### Clock wires, drivers and flops

(1 px per µm)
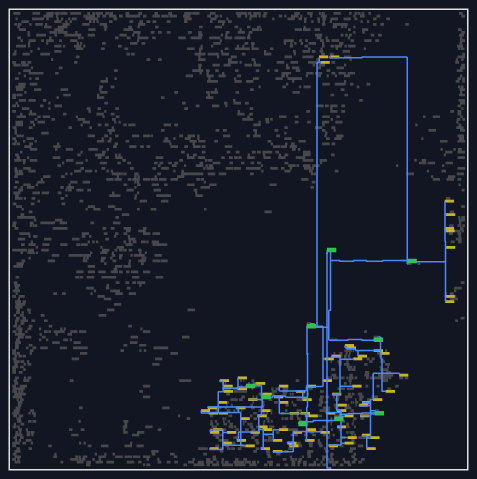
### Placed standard cells

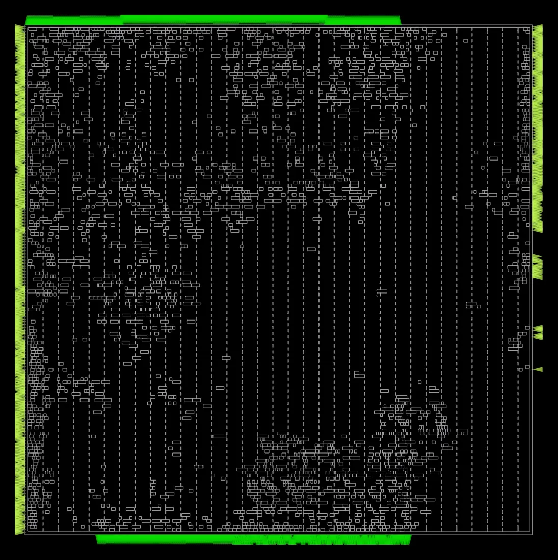
### Floorplan with the power grid

Pins as bars on the die edge.
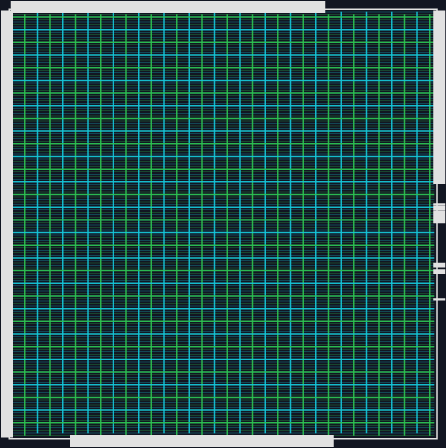
### Cell classes on the final placement

(1 px per µm) Fill, decap, tap and diode cells in grey.
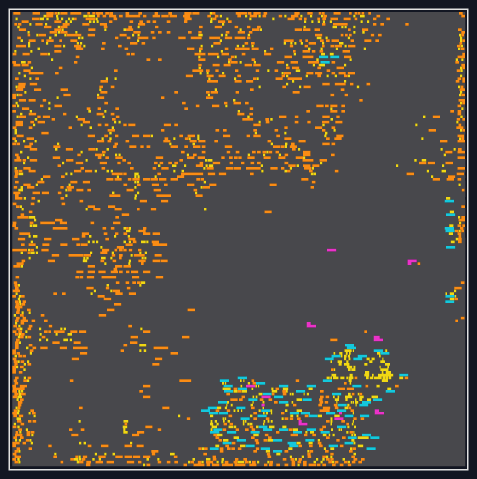
## src/rtl/int8_mac_seq_pkg.sv

```systemverilog
// Shared constants and state encoding for the INT8 MAC sequencer.
// Byte 0 of each operand vector carries the block scale; bytes 1..32 are MAC operands.
package int8_mac_seq_pkg;

    localparam int BYTE_W    = 8;
    localparam int LANES     = 33;
    localparam int VEC_W     = LANES * BYTE_W;
    localparam int PSUM_W    = 24;
    localparam int SCALE_IDX = 0;

    typedef enum logic [1:0] {
        IDLE  = 2'd0,
        ACCUM = 2'd1,
        DONE  = 2'd2
    } state_t;

endpackage

```

## src/rtl/int8_mac_seq.sv

```systemverilog
// Job sequencer for the external 33-lane INT8 MAC: streams N blocks into the MAC,
// chains the 24-bit partial sum and returns the final sum with the block-0 scales.
module int8_mac_seq
    import int8_mac_seq_pkg::*;
#(
    parameter int CNT_W = 8
) (
    input  logic              clk,
    input  logic              rst_n,
    input  logic              clr,
    input  logic              start,
    input  logic [CNT_W-1:0]  cfg_num_blk,
    output logic              busy,
    output logic              err_len,
    input  logic              in_valid,
    output logic              in_ready,
    input  logic [VEC_W-1:0]  in_a,
    input  logic [VEC_W-1:0]  in_b,
    output logic              mac_en,
    output logic [VEC_W-1:0]  mac_a_vec,
    output logic [VEC_W-1:0]  mac_b_vec,
    output logic [PSUM_W-1:0] mac_psum_in,
    input  logic [PSUM_W-1:0] mac_psum_out,
    output logic              out_valid,
    input  logic              out_ready,
    output logic [PSUM_W-1:0] out_sum,
    output logic [BYTE_W-1:0] out_scale_a,
    output logic [BYTE_W-1:0] out_scale_b
);

    state_t              state_q, state_d;
    logic [CNT_W-1:0]    num_q, num_d;
    logic [CNT_W-1:0]    cnt_q, cnt_d;
    logic [PSUM_W-1:0]   acc_q, acc_d;
    logic                out_valid_q, out_valid_d;
    logic [PSUM_W-1:0]   out_sum_q, out_sum_d;
    logic [BYTE_W-1:0]   scale_a_q, scale_a_d;
    logic [BYTE_W-1:0]   scale_b_q, scale_b_d;
    logic                err_len_q, err_len_d;

    logic in_accum;
    logic in_hs;
    logic last_blk;

    assign in_accum = (state_q == ACCUM);
    assign in_hs    = in_accum && in_valid;
    assign last_blk = (cnt_q == num_q - CNT_W'(1));

    always_comb begin
        state_d     = state_q;
        num_d       = num_q;
        cnt_d       = cnt_q;
        acc_d       = acc_q;
        out_valid_d = out_valid_q;
        out_sum_d   = out_sum_q;
        scale_a_d   = scale_a_q;
        scale_b_d   = scale_b_q;
        err_len_d   = 1'b0;

        case (state_q)
            IDLE: begin
                if (start) begin
                    if (cfg_num_blk != '0) begin
                        num_d   = cfg_num_blk;
                        cnt_d   = '0;
                        acc_d   = '0;
                        state_d = ACCUM;
                    end else begin
                        err_len_d = 1'b1;
                    end
                end
            end
            ACCUM: begin
                if (in_hs) begin
                    acc_d = mac_psum_out;
                    cnt_d = cnt_q + CNT_W'(1);
                    if (cnt_q == '0) begin
                        scale_a_d = in_a[SCALE_IDX*BYTE_W +: BYTE_W];
                        scale_b_d = in_b[SCALE_IDX*BYTE_W +: BYTE_W];
                    end
                    if (last_blk) begin
                        out_sum_d   = mac_psum_out;
                        out_valid_d = 1'b1;
                        state_d     = DONE;
                    end
                end
            end
            DONE: begin
                // Result, sum and scales stay frozen until the consumer takes them.
                if (out_valid_q && out_ready) begin
                    out_valid_d = 1'b0;
                    state_d     = IDLE;
                end
            end
            default: state_d = IDLE;
        endcase

        // Soft abort overrides every other event, including a same-cycle start.
        if (clr) begin
            state_d     = IDLE;
            out_valid_d = 1'b0;
            acc_d       = '0;
            cnt_d       = '0;
            err_len_d   = 1'b0;
        end
    end

    always_ff @(posedge clk or negedge rst_n) begin
        if (!rst_n) begin
            state_q     <= IDLE;
            num_q       <= '0;
            cnt_q       <= '0;
            acc_q       <= '0;
            out_valid_q <= 1'b0;
            out_sum_q   <= '0;
            scale_a_q   <= '0;
            scale_b_q   <= '0;
            err_len_q   <= 1'b0;
        end else begin
            state_q     <= state_d;
            num_q       <= num_d;
            cnt_q       <= cnt_d;
            acc_q       <= acc_d;
            out_valid_q <= out_valid_d;
            out_sum_q   <= out_sum_d;
            scale_a_q   <= scale_a_d;
            scale_b_q   <= scale_b_d;
            err_len_q   <= err_len_d;
        end
    end

    // MAC inputs are forced to zero outside ACCUM so the datapath stays quiet.
    assign mac_en      = in_accum && (cnt_q != '0);
    assign mac_a_vec   = in_accum ? in_a  : '0;
    assign mac_b_vec   = in_accum ? in_b  : '0;
    assign mac_psum_in = in_accum ? acc_q : '0;

    assign in_ready    = in_accum;
    assign busy        = (state_q != IDLE);
    assign err_len     = err_len_q;
    assign out_valid   = out_valid_q;
    assign out_sum     = out_sum_q;
    assign out_scale_a = scale_a_q;
    assign out_scale_b = scale_b_q;

endmodule

```

## config.mk

```make
export PLATFORM = sky130hd
export DESIGN_NAME = int8_mac_seq
export DESIGN_NICKNAME = d
export VERILOG_FILES = /design/src/rtl/int8_mac_seq_pkg.sv /design/src/rtl/int8_mac_seq.sv
export SDC_FILE = /design/constraint.sdc
export NUM_CORES = 1
export LEC_CHECK = 0
export CORE_AREA = 2 2 455 457
export DETAILED_ROUTE_END_ITERATION = 7
export DIE_AREA = 0 0 457 459
export HOLD_SLACK_MARGIN = 0.12
export PLACE_DENSITY = 0.3
export SYNTH_ARGS = -nofsm -noshare
export SYNTH_HDL_FRONTEND = slang
export SYNTH_SLANG_ARGS = --single-unit
```

## constraint.sdc

```tcl
create_clock -name clk -period 3 [get_ports clk]
set_input_delay 0.3 -clock clk [delete_from_list [all_inputs] [get_ports clk]]
set_output_delay 0.3 -clock clk [all_outputs]
set_load 0.03 [all_outputs]
```

==> flow_summary.ini <==
; yosys + openroad results
[timing]
hold_viol = 0
fmax_mhz = 350.8
holdWs_ns = 0.3755
worst_slack_ns = 0.1496
worstMarginPinSlew_ns = 0.9248

[status]
status = finished clean

[worst_setup_path]
timing.rr.end = out_sum[10]
worstSetupStartpointType = flop
r2r-start = num_q[0]
crit_path_max_incr_delay_ns = 0.66
reg2reg_depth = 8
crit_buf_inv = 4
reg2reg_slack_ns = 0.51

[detailed_routing]
vias_per_cell = 2.577
dr.pass1.iters = 4
postRouteAntennaNets = 0
top_layer_used = met5
drtIter0Drc = 517

[clock_tree]
cts_root_buf = clkbuf_16
cts_buffers = 9
cts_resized = 2
clock_path_buffers = 2
h-tree-depth = 3
clk-insertion-delay-late_ns = 0.41
clk_pin_slew_ns = 0.10

[place]
dp_cells = 4773
placed_area_um2 = 26130
pre_cts_slack_ns = 0.2044
hpwlAfterDp_mm = 148.1
gp_congestion = 0.8218

[cells_and_area]
largest_cell_class = buffers
clock_buffers = 9
mi_logic_area_um2 = 5026
ff_latch_area_um2 = 2102
nNonClkBuffers = 1201
inv_count = 9
layout.cells.most_common = clkdlybuf4s50_1
final_cell_area_um2 = 26600

[pwr]
leakage_nw = 10.16
swShare_pct = 46.14
p_comb_mw = 6.31
powerDensity_nw_per_um2 = 337.5
power_clock_mw = 1.30
p_int_mw = 4.837
power_leader = combinational cells

[yosys]
adder_share_pct = 0.5015
ys_seq_share_pct = 28.08
syn_inst = 953
top_cell = and2_1
top_cell_area_share_pct = 46.14
flop_cell = dfrtp_1
mux_share_pct = 7.773
logic_family = simple AND/OR/NAND/NOR gates
post_synth_ao_oa_area_fraction_pct = 4.647
avgSynthCellArea_um2 = 7.854
synth_top_cell_by_area = and2_1
syn-cell-area_um2 = 7485
ys_top_cells_by_count = and2_1, dfrtp_1, clkbuf_1
yosysCellCount = 953

[floorplanning]
ios = 1163
core_area_um2 = 205600
die_width_um = 457
die-area_um2 = 209800

[global_routing]
grt_use_total_pct = 14.55
grt.met3_usage_pct = 10.28
globalRouteOverflowTotal = 0

[run]
warning_count = 28
## Picture notes: 'Clock wires, drivers and flops'
- flip-flops: yellow (count 84)
- clock wires: blue (length 2630 µm)
- cells driving clock nets: green (count 9)
- routed clock nets: 10

## Picture notes: 'Placed standard cells'
# Taps: 2704
site row count: 167

## Picture notes: 'Floorplan with the power grid'
- VSS: green
- VDD: cyan
- met5 straps: 33
- rows: 167

## Picture notes: 'Cell classes on the final placement'
- flip-flops: cyan (cells 84; share of their area 9.1%)
- other buffers and delay cells: orange (cells 1201; share of their area 68%)
- all other logic: yellow (cells 786; share of their area 22%)
- clock drivers and dummy loads: magenta (cells 16; share of their area 1.3%)

